Fig. 1: wiring by layer
Two of the layers only.
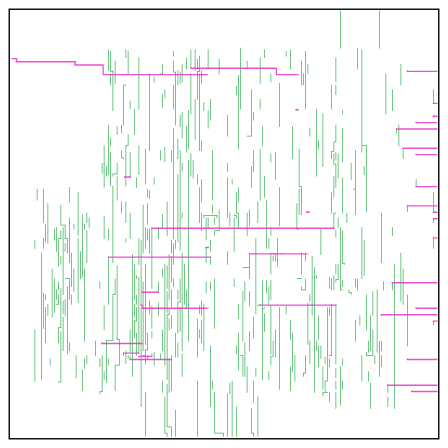
Fig. 2: port wiring
The bar under the picture is 20 um long.
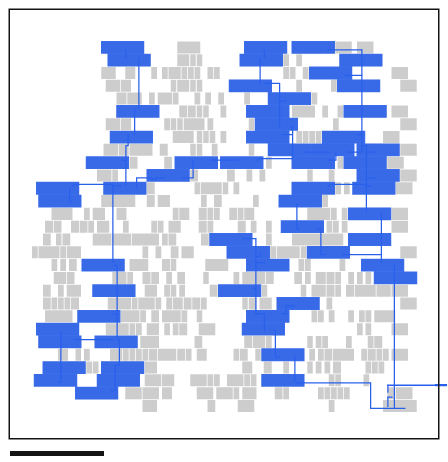
Fig. 3: sequential cells colored by netlist name
The bar under the picture is 20 um long.
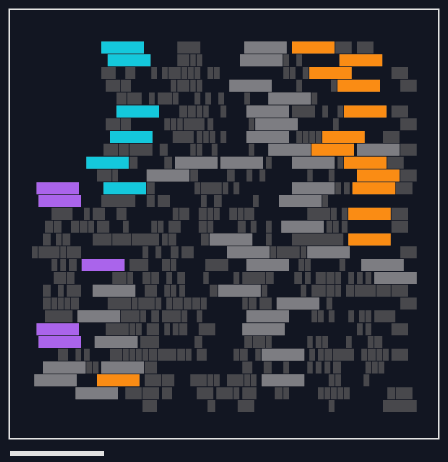
## src/rtl/conv_pass_scheduler_pkg.sv

```systemverilog
`default_nettype none
// ============================================================================
// Module      : conv_pass_scheduler_pkg
// Description : Shared definitions for the conv-layer pass scheduler.
//               Holds the FSM state encoding and the per-pass geometry
//               constants, plus helpers that derive them from any geometry.
// Revision    : 1.0 - initial release
// ============================================================================
package conv_pass_scheduler_pkg;

    // FSM state encoding
    localparam logic [2:0] ST_IDLE     = 3'd0;
    localparam logic [2:0] ST_LAUNCH   = 3'd1;
    localparam logic [2:0] ST_WAIT_RDY = 3'd2;
    localparam logic [2:0] ST_STREAM   = 3'd3;
    localparam logic [2:0] ST_DRAIN    = 3'd4;
    localparam logic [2:0] ST_NEXT     = 3'd5;

    // Default layer geometry (5x5 filter, 62x24 output windows)
    localparam int WEIGHT_NUM_DEF = 25;
    localparam int OUT_H_DEF      = 62;
    localparam int OUT_L_DEF      = 24;

    function automatic int tap_last_of(input int weight_num);
        return weight_num - 1;
    endfunction

    function automatic int taps_per_pass(input int weight_num, input int out_h, input int out_l);
        return weight_num * out_h * out_l;
    endfunction

    localparam int TAP_LAST      = tap_last_of(WEIGHT_NUM_DEF);
    localparam int TAPS_PER_PASS = taps_per_pass(WEIGHT_NUM_DEF, OUT_H_DEF, OUT_L_DEF);

endpackage
`default_nettype wire

```

## src/rtl/conv_pass_scheduler_tap_frame_pipe.sv

```systemverilog
`default_nettype none
// ============================================================================
// Module      : tap_frame_pipe
// Description : DEPTH-stage delay line for a valid bit plus sideband data.
//               Aligns beat framing with the feeder's registered outputs.
//               Sideband is zeroed on non-valid beats so framing outputs are
//               only ever non-zero alongside valid. flush clears every stage
//               on the next clock edge.
// Ports       : clk_in, rst_n (async active-low), flush,
//               in_valid/in_data -> out_valid/out_data (DEPTH cycles later)
// Revision    : 1.0 - initial release
// ============================================================================
module tap_frame_pipe
    import conv_pass_scheduler_pkg::*;
#(
    parameter int DATA_W = 8,
    parameter int DEPTH  = 2
) (
    input  logic              clk_in,
    input  logic              rst_n,
    input  logic              flush,
    input  logic              in_valid,
    input  logic [DATA_W-1:0] in_data,
    output logic              out_valid,
    output logic [DATA_W-1:0] out_data
);

    logic [DEPTH-1:0]             r_valid;
    logic [DEPTH-1:0][DATA_W-1:0] r_data;

    generate
        for (genvar gi = 0; gi < DEPTH; gi++) begin : g_stage
            logic              w_v_in;
            logic [DATA_W-1:0] w_d_in;

            if (gi == 0) begin : g_head
                assign w_v_in = in_valid;
                assign w_d_in = in_valid ? in_data : '0;
            end else begin : g_tail
                assign w_v_in = r_valid[gi-1];
                assign w_d_in = r_data[gi-1];
            end

            always_ff @(posedge clk_in or negedge rst_n) begin
                if (!rst_n) begin
                    r_valid[gi] <= 1'b0;
                    r_data[gi]  <= '0;
                end else if (flush) begin
                    r_valid[gi] <= 1'b0;
                    r_data[gi]  <= '0;
                end else begin
                    r_valid[gi] <= w_v_in;
                    r_data[gi]  <= w_d_in;
                end
            end
        end
    endgenerate

    assign out_valid = r_valid[DEPTH-1];
    assign out_data  = r_data[DEPTH-1];

endmodule
`default_nettype wire

```

## src/rtl/conv_pass_scheduler.sv

```systemverilog
`default_nettype none
// ============================================================================
// Module      : conv_pass_scheduler
// Description : Runs the conv-layer input feeder for one or more passes per
//               command. Each pass pulses feed_start, counts feed_ready beats
//               into tap / window indices, and emits tap framing delayed by
//               PIPE_LAT so it lines up with the feeder's map/weight outputs.
// Ports       : command side  - cmd_valid/cmd_ready/cmd_passes, abort
//               feeder side   - feed_start, feed_ready
//               MAC side      - tap_valid/first/last, win_h, win_l, pass_idx
//               status        - busy, done, aborted, err_underrun
// Revision    : 1.0 - initial release
// ============================================================================
module conv_pass_scheduler
    import conv_pass_scheduler_pkg::*;
#(
    parameter int WEIGHT_NUM   = 25,
    parameter int WEIGHT_NUM_2 = 5,
    parameter int OUT_H        = 62,
    parameter int OUT_H_2      = 6,
    parameter int OUT_L        = 24,
    parameter int OUT_L_2      = 5,
    parameter int PASS_W       = 4,
    parameter int PIPE_LAT     = 2
) (
    input  logic               clk_in,
    input  logic               rst_n,
    input  logic               cmd_valid,
    output logic               cmd_ready,
    input  logic [PASS_W-1:0]  cmd_passes,
    input  logic               abort,
    output logic               feed_start,
    input  logic               feed_ready,
    output logic               tap_valid,
    output logic               tap_first,
    output logic               tap_last,
    output logic [OUT_H_2-1:0] win_h,
    output logic [OUT_L_2-1:0] win_l,
    output logic [PASS_W-1:0]  pass_idx,
    output logic               busy,
    output logic               done,
    output logic               aborted,
    output logic               err_underrun
);

    localparam logic [WEIGHT_NUM_2-1:0] c_TAP_LAST = WEIGHT_NUM_2'(tap_last_of(WEIGHT_NUM));
    localparam logic [OUT_L_2-1:0]      c_L_LAST   = OUT_L_2'(OUT_L - 1);
    localparam logic [OUT_H_2-1:0]      c_H_LAST   = OUT_H_2'(OUT_H - 1);
    localparam logic [PASS_W-1:0]       c_PASS_ONE = PASS_W'(1);
    localparam int                      c_DRAIN_W  = (PIPE_LAT > 1) ? $clog2(PIPE_LAT) : 1;
    localparam logic [c_DRAIN_W-1:0]    c_DRAIN_LAST = c_DRAIN_W'(PIPE_LAT - 1);
    localparam int                      c_SIDE_W   = 2 + OUT_H_2 + OUT_L_2;

    logic [2:0]              r_state;
    logic [2:0]              w_state_nxt;
    logic [WEIGHT_NUM_2-1:0] r_tap;
    logic [OUT_L_2-1:0]      r_win_l;
    logic [OUT_H_2-1:0]      r_win_h;
    logic [PASS_W-1:0]       r_passes;
    logic [PASS_W-1:0]       r_pass_idx;
    logic [c_DRAIN_W-1:0]    r_drain_cnt;
    logic                    r_done;
    logic                    r_aborted;
    logic                    r_err;

    logic                    w_abort;
    logic                    w_beat;
    logic                    w_tap_wrap;
    logic                    w_l_wrap;
    logic                    w_h_wrap;
    logic                    w_final;
    logic                    w_last_pass;
    logic [c_SIDE_W-1:0]     w_side_in;
    logic [c_SIDE_W-1:0]     w_side_out;

    // Abort is only meaningful once a command is running.
    assign w_abort     = abort && (r_state != ST_IDLE);
    // A beat is any ready cycle while waiting or streaming; abort wins over it.
    assign w_beat      = feed_ready && !w_abort &&
                         ((r_state == ST_WAIT_RDY) || (r_state == ST_STREAM));
    assign w_tap_wrap  = (r_tap == c_TAP_LAST);
    assign w_l_wrap    = (r_win_l == c_L_LAST);
    assign w_h_wrap    = (r_win_h == c_H_LAST);
    assign w_final     = w_tap_wrap && w_l_wrap && w_h_wrap;
    assign w_last_pass = (r_passes == '0) || (r_pass_idx == (r_passes - c_PASS_ONE));
    assign w_side_in   = {(r_tap == '0), w_tap_wrap, r_win_h, r_win_l};

    always_comb begin
        w_state_nxt = r_state;
        if (w_abort) begin
            w_state_nxt = ST_IDLE;
        end else begin
            case (r_state)
                ST_IDLE: begin
                    if (cmd_valid) begin
                        // A zero-pass command completes without touching the feeder.
                        w_state_nxt = (cmd_passes == '0) ? ST_NEXT : ST_LAUNCH;
                    end
                end
                ST_LAUNCH:   w_state_nxt = ST_WAIT_RDY;
                ST_WAIT_RDY,
                ST_STREAM: begin
                    if (w_beat) begin
                        w_state_nxt = w_final ? ST_DRAIN : ST_STREAM;
                    end
                end
                ST_DRAIN: begin
                    if (r_drain_cnt == c_DRAIN_LAST) begin
                        w_state_nxt = ST_NEXT;
                    end
                end
                ST_NEXT:     w_state_nxt = w_last_pass ? ST_IDLE : ST_LAUNCH;
                default:     w_state_nxt = ST_IDLE;
            endcase
        end
    end

    always_ff @(posedge clk_in or negedge rst_n) begin
        if (!rst_n) begin
            r_state     <= ST_IDLE;
            r_tap       <= '0;
            r_win_l     <= '0;
            r_win_h     <= '0;
            r_passes    <= '0;
            r_pass_idx  <= '0;
            r_drain_cnt <= '0;
            r_done      <= 1'b0;
            r_aborted   <= 1'b0;
            r_err       <= 1'b0;
        end else begin
            r_state   <= w_state_nxt;
            r_done    <= 1'b0;
            r_aborted <= w_abort;
            if (!w_abort) begin
                case (r_state)
                    ST_IDLE: begin
                        if (cmd_valid) begin
                            r_passes   <= cmd_passes;
                            r_pass_idx <= '0;
                            r_err      <= 1'b0;
                        end
                    end
                    ST_LAUNCH: begin
                        r_tap       <= '0;
                        r_win_l     <= '0;
                        r_win_h     <= '0;
                        r_drain_cnt <= '0;
                    end
                    ST_WAIT_RDY,
                    ST_STREAM: begin
                        if (w_beat) begin
                            if (w_tap_wrap) begin
                                r_tap <= '0;
                                if (w_l_wrap) begin
                                    r_win_l <= '0;
                                    r_win_h <= w_h_wrap ? '0 : r_win_h + 1'b1;
                                end else begin
                                    r_win_l <= r_win_l + 1'b1;
                                end
                            end else begin
                                r_tap <= r_tap + 1'b1;
                            end
                        end else if (r_state == ST_STREAM) begin
                            // Feeder stalled mid-pass: flag it, counting just pauses.
                            r_err <= 1'b1;
                        end
                    end
                    ST_DRAIN:    r_drain_cnt <= r_drain_cnt + 1'b1;
                    ST_NEXT: begin
                        if (w_last_pass) begin
                            r_done <= 1'b1;
                        end else begin
                            r_pass_idx <= r_pass_idx + 1'b1;
                        end
                    end
                    default: ;
                endcase
            end
        end
    end

    tap_frame_pipe #(
        .DATA_W (c_SIDE_W),
        .DEPTH  (PIPE_LAT)
    ) u_tap_frame_pipe (
        .clk_in    (clk_in),
        .rst_n     (rst_n),
        .flush     (w_abort),
        .in_valid  (w_beat),
        .in_data   (w_side_in),
        .out_valid (tap_valid),
        .out_data  (w_side_out)
    );

    assign {tap_first, tap_last, win_h, win_l} = w_side_out;

    assign cmd_ready    = (r_state == ST_IDLE);
    assign busy         = (r_state != ST_IDLE);
    assign feed_start   = (r_state == ST_LAUNCH);
    assign pass_idx     = r_pass_idx;
    assign done         = r_done;
    assign aborted      = r_aborted;
    assign err_underrun = r_err;

endmodule
`default_nettype wire

```

## config.mk

```make
export PLATFORM = sky130hd
export DESIGN_NAME = conv_pass_scheduler
export DESIGN_NICKNAME = d
export VERILOG_FILES = /design/src/rtl/conv_pass_scheduler_pkg.sv /design/src/rtl/conv_pass_scheduler_tap_frame_pipe.sv /design/src/rtl/conv_pass_scheduler.sv
export SDC_FILE = /design/constraint.sdc
export NUM_CORES = 1
export LEC_CHECK = 0
export ABC_AREA = 1
export CAP_MARGIN = 10
export CELL_PAD_IN_SITES_DETAIL_PLACEMENT = 0
export CELL_PAD_IN_SITES_GLOBAL_PLACEMENT = 1
export CORE_MARGIN = 4
export CORE_UTILIZATION = 42
export CTS_CLUSTER_SIZE = 25
export DETAILED_ROUTE_END_ITERATION = 10
export PLACE_DENSITY = 0.76
export SYNTH_ARGS = -nofsm -noshare
export SYNTH_HDL_FRONTEND = slang
export SYNTH_SLANG_ARGS = --single-unit
```

## constraint.sdc

```tcl
create_clock -name clk_in -period 2 [get_ports clk_in]
set_input_delay 0.5 -clock clk_in [delete_from_list [all_inputs] [get_ports clk_in]]
set_output_delay 0.5 -clock clk_in [all_outputs]
set_load 0.02 [all_outputs]
```

==> reports/metrics.cfg <==
[die]
core_area_um2 = 6495
initial_core_util = 0.4444
std_cell_rows = 29
chip_area_um2 = 8263
num_io_pins = 33

[power]
pwr-share-clk = 0.255
power_switching_share = 0.3958
ir_drop_v = 0.0006163
seq_power_share = 0.369
power_switching_mw = 1.626

[clock_tree]
cts_max_level = 3
cts.sink_count = 59
cts-root-buf = sky130_fd_sc_hd__clkbuf_8
clkLatencyLatePin_ns = 0.33
clock_tree_from_tritoncts = built
clock_path_buffers = 2

[logic_synthesis]
yosys-dominant-comb-family = simple AND/OR/NAND/NOR gates
dominant_cell_by_count_in_the_synthesized_netlist = sky130_fd_sc_hd__nand2_1
yosysChipArea_um2 = 2887
synth.yosys.seq_area_share = 0.5115
xor_share = 0.01517
synth.area.top_cells = sky130_fd_sc_hd__dfrtp_1, sky130_fd_sc_hd__nand2_1, sky130_fd_sc_hd__inv_1
ys_sh_simple = 0.2874
ys_dominant_reg_cell = sky130_fd_sc_hd__dfrtp_1
yosys-stat-cells = 343
synth.distinct_cells = 28
synth.net_count = 359
yosys_warnings = 0
synth_compound_gate_area_share = 0.06068
syn_area_um2 = 2887
syn_inst = 343
yosys.area.top_type = sky130_fd_sc_hd__dfrtp_1

[layout]
fraction_of_final_layout_cells_sized_beyond_drive_strength_1 = 0.1587
area_delta_synth_final_pct = 23.15
n_fill_cell = 601
finish.net_count = 408
final-seq-area_um2 = 1476
layout.cells.non_filler = 474
number_of_diodes_added_for_antenna_fixing = 0
layout_top_cells = sky130_fd_sc_hd__nand2_1, sky130_fd_sc_hd__dfrtp_1, sky130_fd_sc_hd__inv_1
most_frequently_placed_logic_cell_in_the_final_layout = sky130_fd_sc_hd__nand2_1

[timing]
relSlewSlack = 0.7708
timing.final.max_slew_violations = 0
fin_skew_ns = 0.009200
setup_viol_count_final = 0
final.period_utilization = 0.9603

[critical_path]
timing.critical_path.buf_inv = 1
max_stage_delay_ns = 0.64
worst-r2r-cell-count = 9
timing.critical_path.slowest_stage_cell = sky130_fd_sc_hd__clkdlybuf4s50_1
path_delay_family = buffers and inverters
reg2reg_from = r_tap[0]
critical_path.endpoint_type = output port
reg2reg_slack_ns = 0.17
worstSetupStartpointType = flip-flop
arrival_ns = 1.42

[route]
detailedRoute.firstIterationViolations = 99
post-route-drc-count = 0
totalWireLength_um = 5613
detail_route.vias_per_cell = 4.671

[grt]
globalRouteOverflowTotal = 0
grt_start_max_net_pins = 60
grt_pass1_wl_um = 9639
grt_util_all_layers = 0.1482

[place]
place.port_buffers = 32
half_perimeter_wire_length_after_detailed_placement_um = 4155
placed_cells_incl_taps = 455

[run]
drv.max_cap_violation_count = 0
warnings = 28

[hold_path]
hold_path_class = in -> async

[run_status]
outcome = completed

## Picture notes: Fig. 1
[metal 2] green | wire length: 2500 um
[metal 3] magenta | wire length: 293 um

## Picture notes: Fig. 2
[rst_n] blue | bits: 1 | direction: input | edge: east | end cells: 59 | buffers: 2 | wire: 396 um

## Picture notes: Fig. 3
[r_tap] purple | flops: 5
[r_win_h] cyan | flops: 6
[u_tap_frame_pipe.out_data] orange | flops: 13
not colored: 35

power by group through the flow:
stage	Sequential, mW	Clock (mW)	Combinational [mW]
floorplan	1.55	0	1.10
global placement	1.53	0	1.55
detailed placement	1.54	0	1.56
CTS	1.52	1.08	1.54
global route	1.55	1.14	1.75
finish	1.52	1.05	1.54
state kept, by name, indices dropped and copies added (netlist names):
register,flops
u_tap_frame_pipe.g_stage.w_d_in,13
u_tap_frame_pipe.out_data,13
r_win_h,6
r_tap,5
r_win_l,5
pass_idx,4
r_passes,4
r_state,3
aborted,1
done,1
err_underrun,1
r_drain_cnt,1
u_tap_frame_pipe.g_stage.w_v_in,1
u_tap_frame_pipe.out_valid,1
what timing repair did:
item | CTS | global route
pin swaps | 0 | 1
setup buffers | 0 | 3
hold buffers | 0 | 0
setup endpoints to repair | 3 | 8
resized | 3 | 6
cell type report:
type,count,share of cell area
timing repair buffer,43,0.1140
clock inverter,6,0.01866
multi-input combinational,217,0.3235
inverter,62,0.06547
clock buffer,10,0.03590
tap,77,0.02710
sequential,59,0.4153
through the flow:
step / utilization / setup TNS, ns / hold WS [ns] / total power [mW] / area, um2
6_report: 0.5473 / 0 / 0.1619 / 4.110 / 3555
5_1_grt: 0.5473 / -0.01583 / 0.1633 / 4.429 / 3555
4_1_cts: 0.5419 / 0 / 0.1629 / 4.137 / 3520
3_5_place_dp: 0.5126 / 0 / 0.4610 / 3.095 / 3329
3_3_place_gp: 0.5126 / 0 / 0.4549 / 3.078 / 3329
2_1_floorplan: - / 0 / 0.2044 / 2.655 / 2887
layer usage:
metal / part of all wire / GRT usage
met4: 0.019 / 0.07161
met1: 0.48 / 0.2059
met2: 0.44 / 0.2088
met5: 0 / 0
met3: 0.052 / 0.04750
Power is estimated from default activity; no workload was simulated.
